[src/rtl/sync_fifo_flags.sv]
// rtl/sync_fifo_flags.sv - single-clock FIFO with level count, threshold flags, sticky errors, flush and optional FWFT
module sync_fifo_flags #(
  parameter int FIFO_DEPTH = 8,
  parameter int DATA_WIDTH = 32,
  parameter int FWFT       = 0,
  parameter int AF_LEVEL   = FIFO_DEPTH - 2,
  parameter int AE_LEVEL   = 2,
  localparam int CW        = $clog2(FIFO_DEPTH + 1)
) (
  input  logic                  clk,
  input  logic                  reset,
  input  logic                  cs,
  input  logic                  wr_en,
  input  logic                  rd_en,
  input  logic                  flush,
  input  logic                  err_clr,
  input  logic [DATA_WIDTH-1:0] data_in,
  output logic [DATA_WIDTH-1:0] data_out,
  output logic                  full,
  output logic                  empty,
  output logic                  almost_full,
  output logic                  almost_empty,
  output logic [CW-1:0]         count,
  output logic                  overflow,
  output logic                  underflow
);

  localparam int PW = (FIFO_DEPTH > 2) ? $clog2(FIFO_DEPTH) : 1;
  localparam logic [PW-1:0] PTR_LAST = PW'(FIFO_DEPTH - 1);
  localparam logic [CW-1:0] CNT_FULL = CW'(FIFO_DEPTH);

  logic [PW-1:0]         wr_ptr_q, wr_ptr_d, rd_ptr_q, rd_ptr_d;
  logic [CW-1:0]         count_q, count_d;
  logic                  overflow_q, overflow_d, underflow_q, underflow_d;
  logic [DATA_WIDTH-1:0] mem_q [FIFO_DEPTH];
  logic                  flush_en, wr_acc, rd_acc, ovf_set, unf_set;

  // Explicit wrap so non-power-of-two depths never index past the last entry.
  function automatic logic [PW-1:0] ptr_inc(input logic [PW-1:0] p);
    return (p == PTR_LAST) ? '0 : p + 1'b1;
  endfunction

  assign full         = (count_q == CNT_FULL);
  assign empty        = (count_q == '0);
  assign almost_full  = (int'(count_q) >= AF_LEVEL);
  assign almost_empty = (int'(count_q) <= AE_LEVEL);
  assign count        = count_q;
  assign overflow     = overflow_q;
  assign underflow    = underflow_q;

  // Flush outranks both requests: a colliding write is dropped silently.
  assign flush_en = cs & flush;
  assign wr_acc   = cs & wr_en & ~full  & ~flush_en;
  assign rd_acc   = cs & rd_en & ~empty & ~flush_en;
  assign ovf_set  = cs & wr_en & full   & ~flush_en;
  assign unf_set  = cs & rd_en & empty  & ~flush_en;

  always_comb begin
    wr_ptr_d    = wr_ptr_q;
    rd_ptr_d    = rd_ptr_q;
    count_d     = count_q;
    overflow_d  = ovf_set | (overflow_q  & ~(cs & err_clr));
    underflow_d = unf_set | (underflow_q & ~(cs & err_clr));
    if (flush_en) begin
      wr_ptr_d = '0;
      rd_ptr_d = '0;
      count_d  = '0;
    end else begin
      if (wr_acc) wr_ptr_d = ptr_inc(wr_ptr_q);
      if (rd_acc) rd_ptr_d = ptr_inc(rd_ptr_q);
      if (wr_acc && !rd_acc)      count_d = count_q + 1'b1;
      else if (rd_acc && !wr_acc) count_d = count_q - 1'b1;
    end
  end

  always_ff @(posedge clk) begin
    if (reset) begin
      wr_ptr_q    <= '0;
      rd_ptr_q    <= '0;
      count_q     <= '0;
      overflow_q  <= 1'b0;
      underflow_q <= 1'b0;
    end else begin
      wr_ptr_q    <= wr_ptr_d;
      rd_ptr_q    <= rd_ptr_d;
      count_q     <= count_d;
      overflow_q  <= overflow_d;
      underflow_q <= underflow_d;
    end
  end

  always_ff @(posedge clk) begin
    if (wr_acc && !reset) mem_q[wr_ptr_q] <= data_in;
  end

  generate
    if (FWFT != 0) begin : g_fwft
      assign data_out = empty ? '0 : mem_q[rd_ptr_q];
    end else begin : g_std
      logic [DATA_WIDTH-1:0] dout_q, dout_d;
      always_comb dout_d = rd_acc ? mem_q[rd_ptr_q] : dout_q;
      always_ff @(posedge clk) begin
        if (reset) dout_q <= '0;
        else       dout_q <= dout_d;
      end
      assign data_out = dout_q;
    end
  endgenerate

endmodule

[config.mk]
export PLATFORM = sky130hd
export DESIGN_NAME = sync_fifo_flags
export DESIGN_NICKNAME = d
export VERILOG_FILES = /design/src/rtl/sync_fifo_flags.sv
export SDC_FILE = /design/constraint.sdc
export NUM_CORES = 1
export LEC_CHECK = 0
export CORE_AREA = 5 5 170 212
export CTS_CLUSTER_SIZE = 8
export DETAILED_ROUTE_END_ITERATION = 8
export DIE_AREA = 0 0 175 217
export PLACE_DENSITY = 0.6
export SLEW_MARGIN = 20
export SYNTH_ARGS = -nofsm -noshare
export SYNTH_HDL_FRONTEND = slang
export SYNTH_SLANG_ARGS = --single-unit
[constraint.sdc]
create_clock -name clk -period 6.8 [get_ports clk]
set_input_delay 1.36 -clock clk [delete_from_list [all_inputs] [get_ports clk]]
set_output_delay 1.36 -clock clk [all_outputs]
set_load 0.02 [all_outputs]
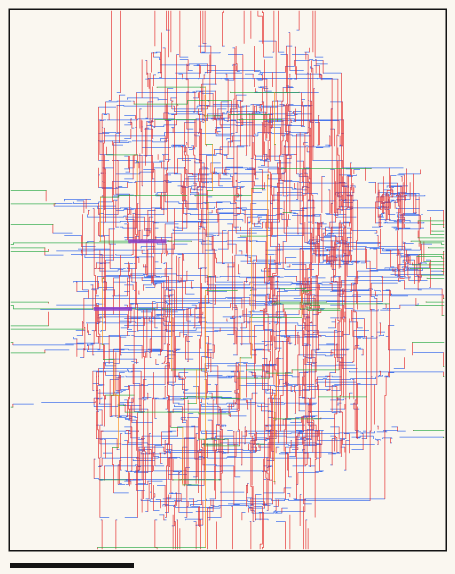
**Above:** metal layers overlaid.
Scale bar: 50 um.
- metal 4: orange (wire length 533 um)
- metal 3: green (wire length 1220 um)
- metal 2: red (wire length 12200 um)
- metal 1: blue (wire length 8820 um)
- metal 5: purple (wire length 27.6 um)

==> run_summary.xml <==
<?xml version="1.0" encoding="UTF-8"?>
<metrics>
  <group name="flow_run">
    <metric name="max_cap_violation_count" unit="">0</metric>
    <metric name="openroad.warnings" unit="">26</metric>
  </group>
  <group name="power">
    <metric name="net-switching-power" unit="uW">846</metric>
    <metric name="pwr-share-clk" unit="%">47.4</metric>
    <metric name="ir_worst_vdd" unit="uV">154</metric>
    <metric name="power_frac_seq" unit="%">48.6</metric>
    <metric name="pg_seq" unit="mW">2.03</metric>
    <metric name="comb_cell_power" unit="uW">167</metric>
  </group>
  <group name="cells_and_area">
    <metric name="final_core_utilization" unit="%">42.3</metric>
    <metric name="dominant_cells" unit="">flip-flops and latches</metric>
    <metric name="design_area" unit="um^2">14200</metric>
    <metric name="combAreaFraction" unit="%">20.1</metric>
    <metric name="signal_buffer_area_fraction" unit="%">6.72</metric>
    <metric name="drive_gt1_share" unit="%">28.8</metric>
    <metric name="nonClockBufferCount" unit="">91</metric>
    <metric name="layout_top_cells" unit="">256 x edfxtp_1, 79 x clkdlybuf4s50_1, 64 x mux4_2, 43 x clkbuf_16, 42 x dfxtp_1</metric>
    <metric name="design.final.nets" unit="">718</metric>
    <metric name="layout_top_cell_excl_fill_tap" unit="">edfxtp_1</metric>
    <metric name="flop_area" unit="um^2">8570</metric>
  </group>
  <group name="synthesis">
    <metric name="synth.area.top_cells" unit="">edfxtp_1 66%, mux4_2 12%, dfxtp_1 7.6%</metric>
    <metric name="synthArstFlopShare" unit="%">0</metric>
    <metric name="multiplexer_share" unit="%">12.7</metric>
    <metric name="ys_top_logic_family" unit="">multiplexers</metric>
    <metric name="synthesized_area_fraction_occupied_by_and_or_nand_nor_cells" unit="%">7.88</metric>
    <metric name="yosysChipArea" unit="um^2">11600</metric>
    <metric name="synth-edff-count" unit="">256</metric>
    <metric name="post-synth-top-area-fraction" unit="%">66.1</metric>
    <metric name="post_synth_regs" unit="">300</metric>
    <metric name="synth_top_cell_by_count" unit="">edfxtp_1</metric>
    <metric name="ys_cells" unit="">566</metric>
    <metric name="synthXorXnorAreaFrac" unit="%">0.151</metric>
    <metric name="syn_inst" unit="">566</metric>
  </group>
  <group name="worst_setup_path">
    <metric name="worst-r2r-setup-slack" unit="ns">4.03</metric>
    <metric name="reg2regPathDepth" unit="">5</metric>
    <metric name="origin_of_the_worst_setup_path" unit="">cs</metric>
    <metric name="timing_worst_setup_path_type" unit="">in2reg</metric>
    <metric name="cp_max_fo" unit="">18</metric>
    <metric name="endpoint" unit="">mem_q[6][16]</metric>
  </group>
  <group name="place">
    <metric name="place_hpwl" unit="um">13000</metric>
    <metric name="place.port_buffers" unit="">80</metric>
  </group>
  <group name="drt">
    <metric name="routed-via-count" unit="">5578</metric>
    <metric name="highest_layer" unit="">met5</metric>
    <metric name="avgViaCountPerCell" unit="">4.94</metric>
    <metric name="route.detailed.drc" unit="">0</metric>
    <metric name="first_iter_violations" unit="">328</metric>
    <metric name="met1_length" unit="um">8820</metric>
    <metric name="detail_route.first_pass.iterations" unit="">4</metric>
    <metric name="post_drt_wl_per_cell" unit="um">20.2</metric>
  </group>
  <group name="sta">
    <metric name="skew" unit="ns">0.00919</metric>
    <metric name="final-hold-violation-count" unit="">0</metric>
    <metric name="worst_slew_pin_slew" unit="ns">1.10</metric>
    <metric name="timing.slew.headroom" unit="%">26.4</metric>
    <metric name="layout_worst_path_cycle_share" unit="%">53.1</metric>
    <metric name="maxSlewViolCount" unit="">0</metric>
    <metric name="max_freq" unit="MHz">277</metric>
  </group>
  <group name="die">
    <metric name="fp.dieH" unit="um">217</metric>
    <metric name="core-area" unit="um^2">33600</metric>
    <metric name="floorplan.die.width" unit="um">175</metric>
    <metric name="num_rows" unit="">75</metric>
  </group>
  <group name="clock_tree">
    <metric name="cts.reportedPaths.clkPinSlew" unit="ns">0.05</metric>
    <metric name="clk_path_buf_depth" unit="">3</metric>
    <metric name="tritoncts" unit="">built</metric>
  </group>
  <group name="global_routing">
    <metric name="number_of_global_route_vias_before_repair" unit="">6212</metric>
    <metric name="antenna_found_initial" unit="">2</metric>
    <metric name="grt_start_max_net_pins" unit="">67</metric>
    <metric name="grt_util_met3" unit="%">2.69</metric>
    <metric name="global_route.usage.met1" unit="%">14.7</metric>
  </group>
  <group name="outcome">
    <metric name="run_status" unit="">finished clean</metric>
  </group>
  <group name="min_path">
    <metric name="hold_path_startpoint" unit="">overflow</metric>
    <metric name="worst_hold_path.endpoint" unit="">overflow</metric>
    <metric name="worst_hold_path.num_cells" unit="">2</metric>
  </group>
</metrics>
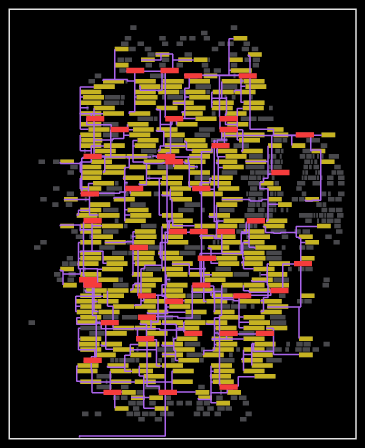
**Above:** clock network drawn from the DEF.
- clock drivers: red (count 43)
- flip-flops: yellow (count 300)
- clock wires: purple (length 3680 um)
- routed clock nets: 44

==> flip-flops by register name (all words and copies together) (netlist names) <==
signal / flops
wr_ptr_q: 3
mem_q: 256
overflow: 1
underflow: 1
rd_ptr_q: 3
count: 4
data_out: 32
==> stage by stage <==
step / total power [mW] / setup WS [ns] / hold slack, ns
floorplan: 2.15 / 2.19 / 0.489
global placement: 2.23 / 2.51 / 0.482
detailed placement: 2.23 / 2.43 / 0.490
CTS: 4.23 / 2.97 / 0.508
global route: 4.32 / 3.03 / 0.526
finish: 4.17 / 3.19 / 0.503
==> worst max-delay path, stage by stage <==
cell and delay [ns]:
clkdlybuf4s50_1 0.52, nor2b_1 0.17, and3b_1 0.36, or3b_1 0.55, nor2_4 0.60, buf_16 0.24
Power figures rest on the tool's default switching activity, not on a simulated workload.
